## src/rtl/m_pkg.sv

```systemverilog
// Shared types for the m matcher and its channel arbiter: packet word, match operands,
// arbiter state/config bundles and the round-robin pick helper.
package m_pkg;

    localparam int MAX_CH = 8;

    typedef logic [31:0] packet_type_t;

    typedef struct packed {
        logic [3:0] word;
        logic [2:0] off;
    } packet_off_t;

    typedef struct packed {
        logic        valid;
        packet_off_t off;
        logic [7:0]  symbol;
    } sym_match_t;

    typedef struct packed {
        logic        sop;
        logic        eop;
        logic [15:0] length;
        logic [63:0] data;
    } in_t;

    typedef enum logic {
        IDLE   = 1'b0,
        LOCKED = 1'b1
    } arb_state_t;

    typedef struct packed {
        packet_off_t          type_off;
        packet_type_t         ptype;
        sym_match_t [3:0]     sym;
    } cfg_t;

    // First requester at or above ptr, wrapping modulo n; returns 0 when nothing requests.
    function automatic logic [2:0] rr_pick(input logic [MAX_CH-1:0] req, input logic [2:0] ptr,
                                           input int n);
        logic [2:0] pick;
        logic       hit;
        int         idx;
        pick = '0;
        hit  = 1'b0;
        for (int k = 0; k < MAX_CH; k++) begin
            idx = (int'(ptr) + k) % n;
            if (k < n && !hit && req[idx[2:0]]) begin
                pick = idx[2:0];
                hit  = 1'b1;
            end
        end
        return pick;
    endfunction

endpackage

```

## src/rtl/m_arb_cfg.sv

```systemverilog
// Per-channel match configuration: one write port, one combinational read port.
module m_arb_cfg
    import m_pkg::*;
#(
    parameter int N_CH = 4,
    parameter int CH_W = $clog2(N_CH)
) (
    input  logic            clk,
    input  logic            rst,
    input  logic            i_wr_en,
    input  logic [CH_W-1:0] i_wr_ch,
    input  cfg_t            i_wr_data,
    input  logic [CH_W-1:0] i_rd_ch,
    output cfg_t            o_rd_data
);

    cfg_t r_cfg [N_CH];

    always_ff @(posedge clk) begin
        if (rst) begin
            for (int i = 0; i < N_CH; i++) r_cfg[i] <= '0;
        end else if (i_wr_en && int'(i_wr_ch) < N_CH) begin
            r_cfg[i_wr_ch] <= i_wr_data;
        end
    end

    // Reads see the pre-write value, so a write landing on a grant cycle applies to the next packet.
    assign o_rd_data = (int'(i_rd_ch) < N_CH) ? r_cfg[i_rd_ch] : '0;

endmodule

```

## src/rtl/m_arb.sv

```systemverilog
// Packet-atomic round-robin arbiter feeding one shared matcher, with per-channel operands
// and a 2-cycle channel tag aligned to the matcher output.
//   state  | meaning
//   IDLE   | no packet owns the matcher; SOP words compete, stray non-SOP words are dropped
//   LOCKED | lock channel owns the matcher until its EOP transfers
module m_arb
    import m_pkg::*;
#(
    parameter int N_CH = 4,
    parameter int CH_W = $clog2(N_CH)
) (
    input  logic              clk,
    input  logic              rst,
    input  logic [N_CH-1:0]   ch_vld_w,
    input  in_t               ch_w [N_CH],
    output logic [N_CH-1:0]   ch_rdy,
    input  logic              cfg_vld,
    input  logic [CH_W-1:0]   cfg_ch,
    input  packet_off_t       cfg_type_off,
    input  packet_type_t      cfg_type,
    input  sym_match_t [3:0]  cfg_symbol_match,
    output logic              m_in_vld_w,
    output in_t               m_in_w,
    output packet_off_t       m_packet_type_off_w,
    output packet_type_t      m_packet_type_w,
    output sym_match_t [3:0]  m_symbol_match_w,
    output logic              out_ch_vld_r,
    output logic [CH_W-1:0]   out_ch_r,
    output logic [7:0]        drop_cnt_r,
    output logic              proto_err_r
);

    arb_state_t        r_state, w_state_nxt;
    logic [CH_W-1:0]   r_rr_ptr, w_rr_nxt;
    logic [CH_W-1:0]   r_lock_ch, w_lock_nxt;
    logic              r_tag_vld;
    logic [CH_W-1:0]   r_tag_ch;
    logic [MAX_CH-1:0] w_req;
    logic [CH_W-1:0]   w_pick, w_sel;
    logic              w_drop, w_perr;
    cfg_t              w_cfg;

    function automatic logic [CH_W-1:0] inc_ch(input logic [CH_W-1:0] c);
        return (int'(c) == N_CH - 1) ? '0 : c + 1'b1;
    endfunction

    always_comb begin
        w_req = '0;
        for (int i = 0; i < N_CH; i++) w_req[i] = ch_vld_w[i] & ch_w[i].sop;
    end

    assign w_pick = CH_W'(rr_pick(w_req, 3'(r_rr_ptr), N_CH));

    always_comb begin
        ch_rdy      = '0;
        m_in_vld_w  = 1'b0;
        m_in_w      = '0;
        w_sel       = r_lock_ch;
        w_state_nxt = r_state;
        w_rr_nxt    = r_rr_ptr;
        w_lock_nxt  = r_lock_ch;
        w_drop      = 1'b0;
        w_perr      = 1'b0;
        if (!rst) begin
            case (r_state)
                IDLE: begin
                    w_sel = w_pick;
                    for (int i = 0; i < N_CH; i++) begin
                        if (ch_vld_w[i] && !ch_w[i].sop) begin
                            ch_rdy[i] = 1'b1;
                            w_drop    = 1'b1;
                        end
                    end
                    if (|w_req) begin
                        ch_rdy[w_pick] = 1'b1;
                        m_in_vld_w     = 1'b1;
                        m_in_w         = ch_w[w_pick];
                        if (ch_w[w_pick].eop) begin
                            w_rr_nxt = inc_ch(w_pick);
                        end else begin
                            w_state_nxt = LOCKED;
                            w_lock_nxt  = w_pick;
                        end
                    end
                end
                LOCKED: begin
                    ch_rdy[r_lock_ch] = 1'b1;
                    if (ch_vld_w[r_lock_ch]) begin
                        m_in_vld_w = 1'b1;
                        m_in_w     = ch_w[r_lock_ch];
                        if (ch_w[r_lock_ch].eop) begin
                            w_state_nxt = IDLE;
                            w_rr_nxt    = inc_ch(r_lock_ch);
                        end else if (ch_w[r_lock_ch].sop) begin
                            w_perr = 1'b1;
                        end
                    end
                end
                default: ;
            endcase
        end
    end

    m_arb_cfg #(.N_CH(N_CH), .CH_W(CH_W)) u_cfg (
        .clk       (clk),
        .rst       (rst),
        .i_wr_en   (cfg_vld),
        .i_wr_ch   (cfg_ch),
        .i_wr_data ({cfg_type_off, cfg_type, cfg_symbol_match}),
        .i_rd_ch   (w_sel),
        .o_rd_data (w_cfg)
    );

    assign m_packet_type_off_w = w_cfg.type_off;
    assign m_packet_type_w     = w_cfg.ptype;
    assign m_symbol_match_w    = w_cfg.sym;

    always_ff @(posedge clk) begin
        if (rst) begin
            r_state      <= IDLE;
            r_rr_ptr     <= '0;
            r_lock_ch    <= '0;
            r_tag_vld    <= 1'b0;
            r_tag_ch     <= '0;
            out_ch_vld_r <= 1'b0;
            out_ch_r     <= '0;
            drop_cnt_r   <= '0;
            proto_err_r  <= 1'b0;
        end else begin
            r_state      <= w_state_nxt;
            r_rr_ptr     <= w_rr_nxt;
            r_lock_ch    <= w_lock_nxt;
            r_tag_vld    <= m_in_vld_w;
            r_tag_ch     <= w_sel;
            out_ch_vld_r <= r_tag_vld;
            out_ch_r     <= r_tag_ch;
            if (w_drop && drop_cnt_r != 8'hFF) drop_cnt_r <= drop_cnt_r + 8'd1;
            if (w_perr) proto_err_r <= 1'b1;
        end
    end

endmodule

```

## config.mk

```make
export PLATFORM = sky130hd
export DESIGN_NAME = m_arb
export DESIGN_NICKNAME = d
export VERILOG_FILES = /design/src/rtl/m_pkg.sv /design/src/rtl/m_arb_cfg.sv /design/src/rtl/m_arb.sv
export SDC_FILE = /design/constraint.sdc
export NUM_CORES = 1
export LEC_CHECK = 0
export ABC_AREA = 0
export CAP_MARGIN = 40
export CORE_AREA = 2 2 252 254
export DETAILED_ROUTE_END_ITERATION = 12
export DIE_AREA = 0 0 254 256
export PLACE_DENSITY = 0.67
export SLEW_MARGIN = 10
export SYNTH_ARGS = -nofsm -noshare
export SYNTH_HDL_FRONTEND = slang
export SYNTH_SLANG_ARGS = --single-unit
```

## constraint.sdc

```tcl
create_clock -name clk -period 17.01 [get_ports clk]
set_input_delay 1.701 -clock clk [delete_from_list [all_inputs] [get_ports clk]]
set_output_delay 1.701 -clock clk [all_outputs]
set_load 0.005 [all_outputs]
```

==> run_results.csv <==
group,metric,value,unit
synthesis,synth.lib_cells_used.distinct,49,
sta,relSlewSlack,27.6,%
synthesis,asyncSetResetFlopFracSynth,0,%
synthesis,synthTopCellsByCount,"and2_1, edfxtp_1, nand2_1, a21oi_1, clkbuf_1",
synthesis,synth-compound-area-share,14.6,%
synthesis,mux_share,7.65,%
sta,achievable-frequency,0.134,GHz
layout,layout.clock_buffers,57,
layout,num-fill-cells,5477,
critical_path,critical_path_depth,10,
critical_path,worst_path_required_time,15310,ps
synthesis,yosysMostFrequentCell,"and2_1",
layout,final_std_cells_w_o_fill,3781,
sta,worst_clock_skew,5.28,ps
critical_path,cp_num_buf_inv,4,
placement,globalplace.congestion,0.936,
run_status,outcome,"completed",
floorplanning,floorplan.rows,92,
synthesis,simple_gate_share,21.7,%
drt,met3_wirelength,8560,um
sta,final-hold-violation-count,0,
layout,final_nets,3322,
layout,largest_cell_class,"sequential cells",
placement,detailed_place.area,32100,sq um
clock_network,max-clock-path-buffers,3,
drt,vias_per_cell,5.66,
synthesis,synth_top_area_share,49.8,%
floorplanning,initial_utilization,39.8,%
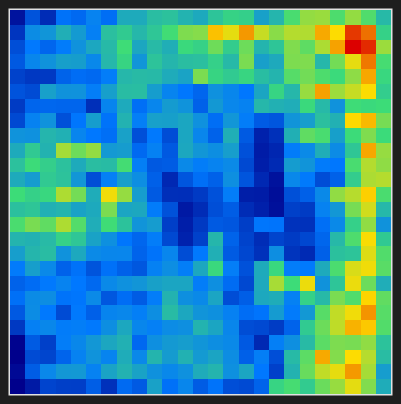
**Above:** signal metal coverage by tile.
Scale: 1.5 px per um. 25 x 26 tiles, from dark blue (low) to red (high), scaled to the fullest tile. Values are wire area over tile area, all layers added.
nearly empty tiles: 0.60%
emptiest ninth of the die: centre
mean over tiles: 0.26
GRT Resource Usage Total: 28.7%
WL/cell: 25.5 um
total wire length after detailed routing: 96400 um
via count: 21400

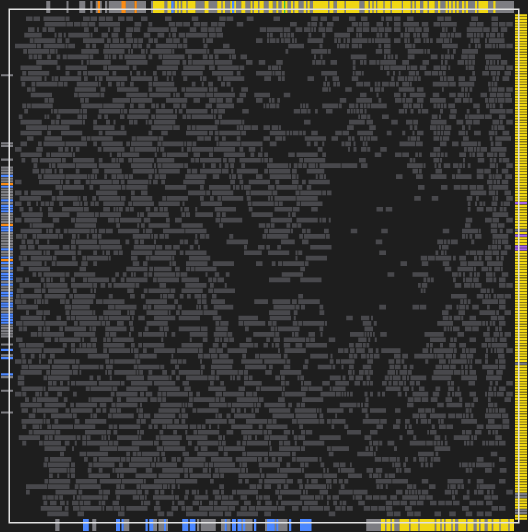
**Above:** ports around the boundary.
Scale: 2 px per um. Pins as bars across the die edge, other pins in grey.
legend:
  proto_err_r:
    colour: green
    pins: 1
    direction: output
    edge: top
  ch_w:
    colour: yellow
    pins: 328
    direction: input
    edge: 176 right, 102 top, 50 bottom
  m_symbol_match_w:
    colour: blue
    pins: 64
    direction: output
    edge: 35 bottom, 27 left, 2 top
  m_packet_type_off_w:
    colour: orange
    pins: 7
    direction: output
    edge: 4 top, 3 left
  ch_rdy:
    colour: purple
    pins: 4
    direction: output
    edge: right
all pins by edge: 228 top, 186 right, 153 bottom, 75 left
die boundary height: 256 um
Die Width: 254 um
I/O Buffers: 641

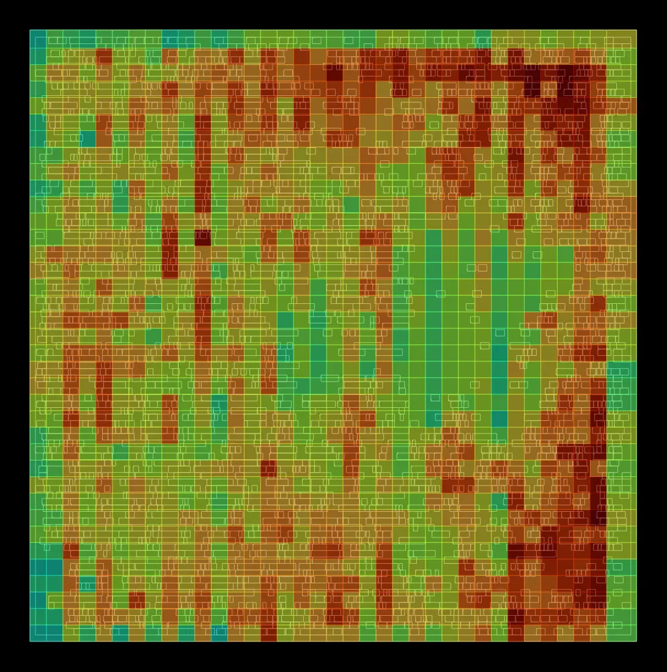
**Above:** track usage over the die.
end-of-flow core utilization: 53.6%
M3 GR Usage: 8.24%
met2 routing resource usage after global routing: 46.2%

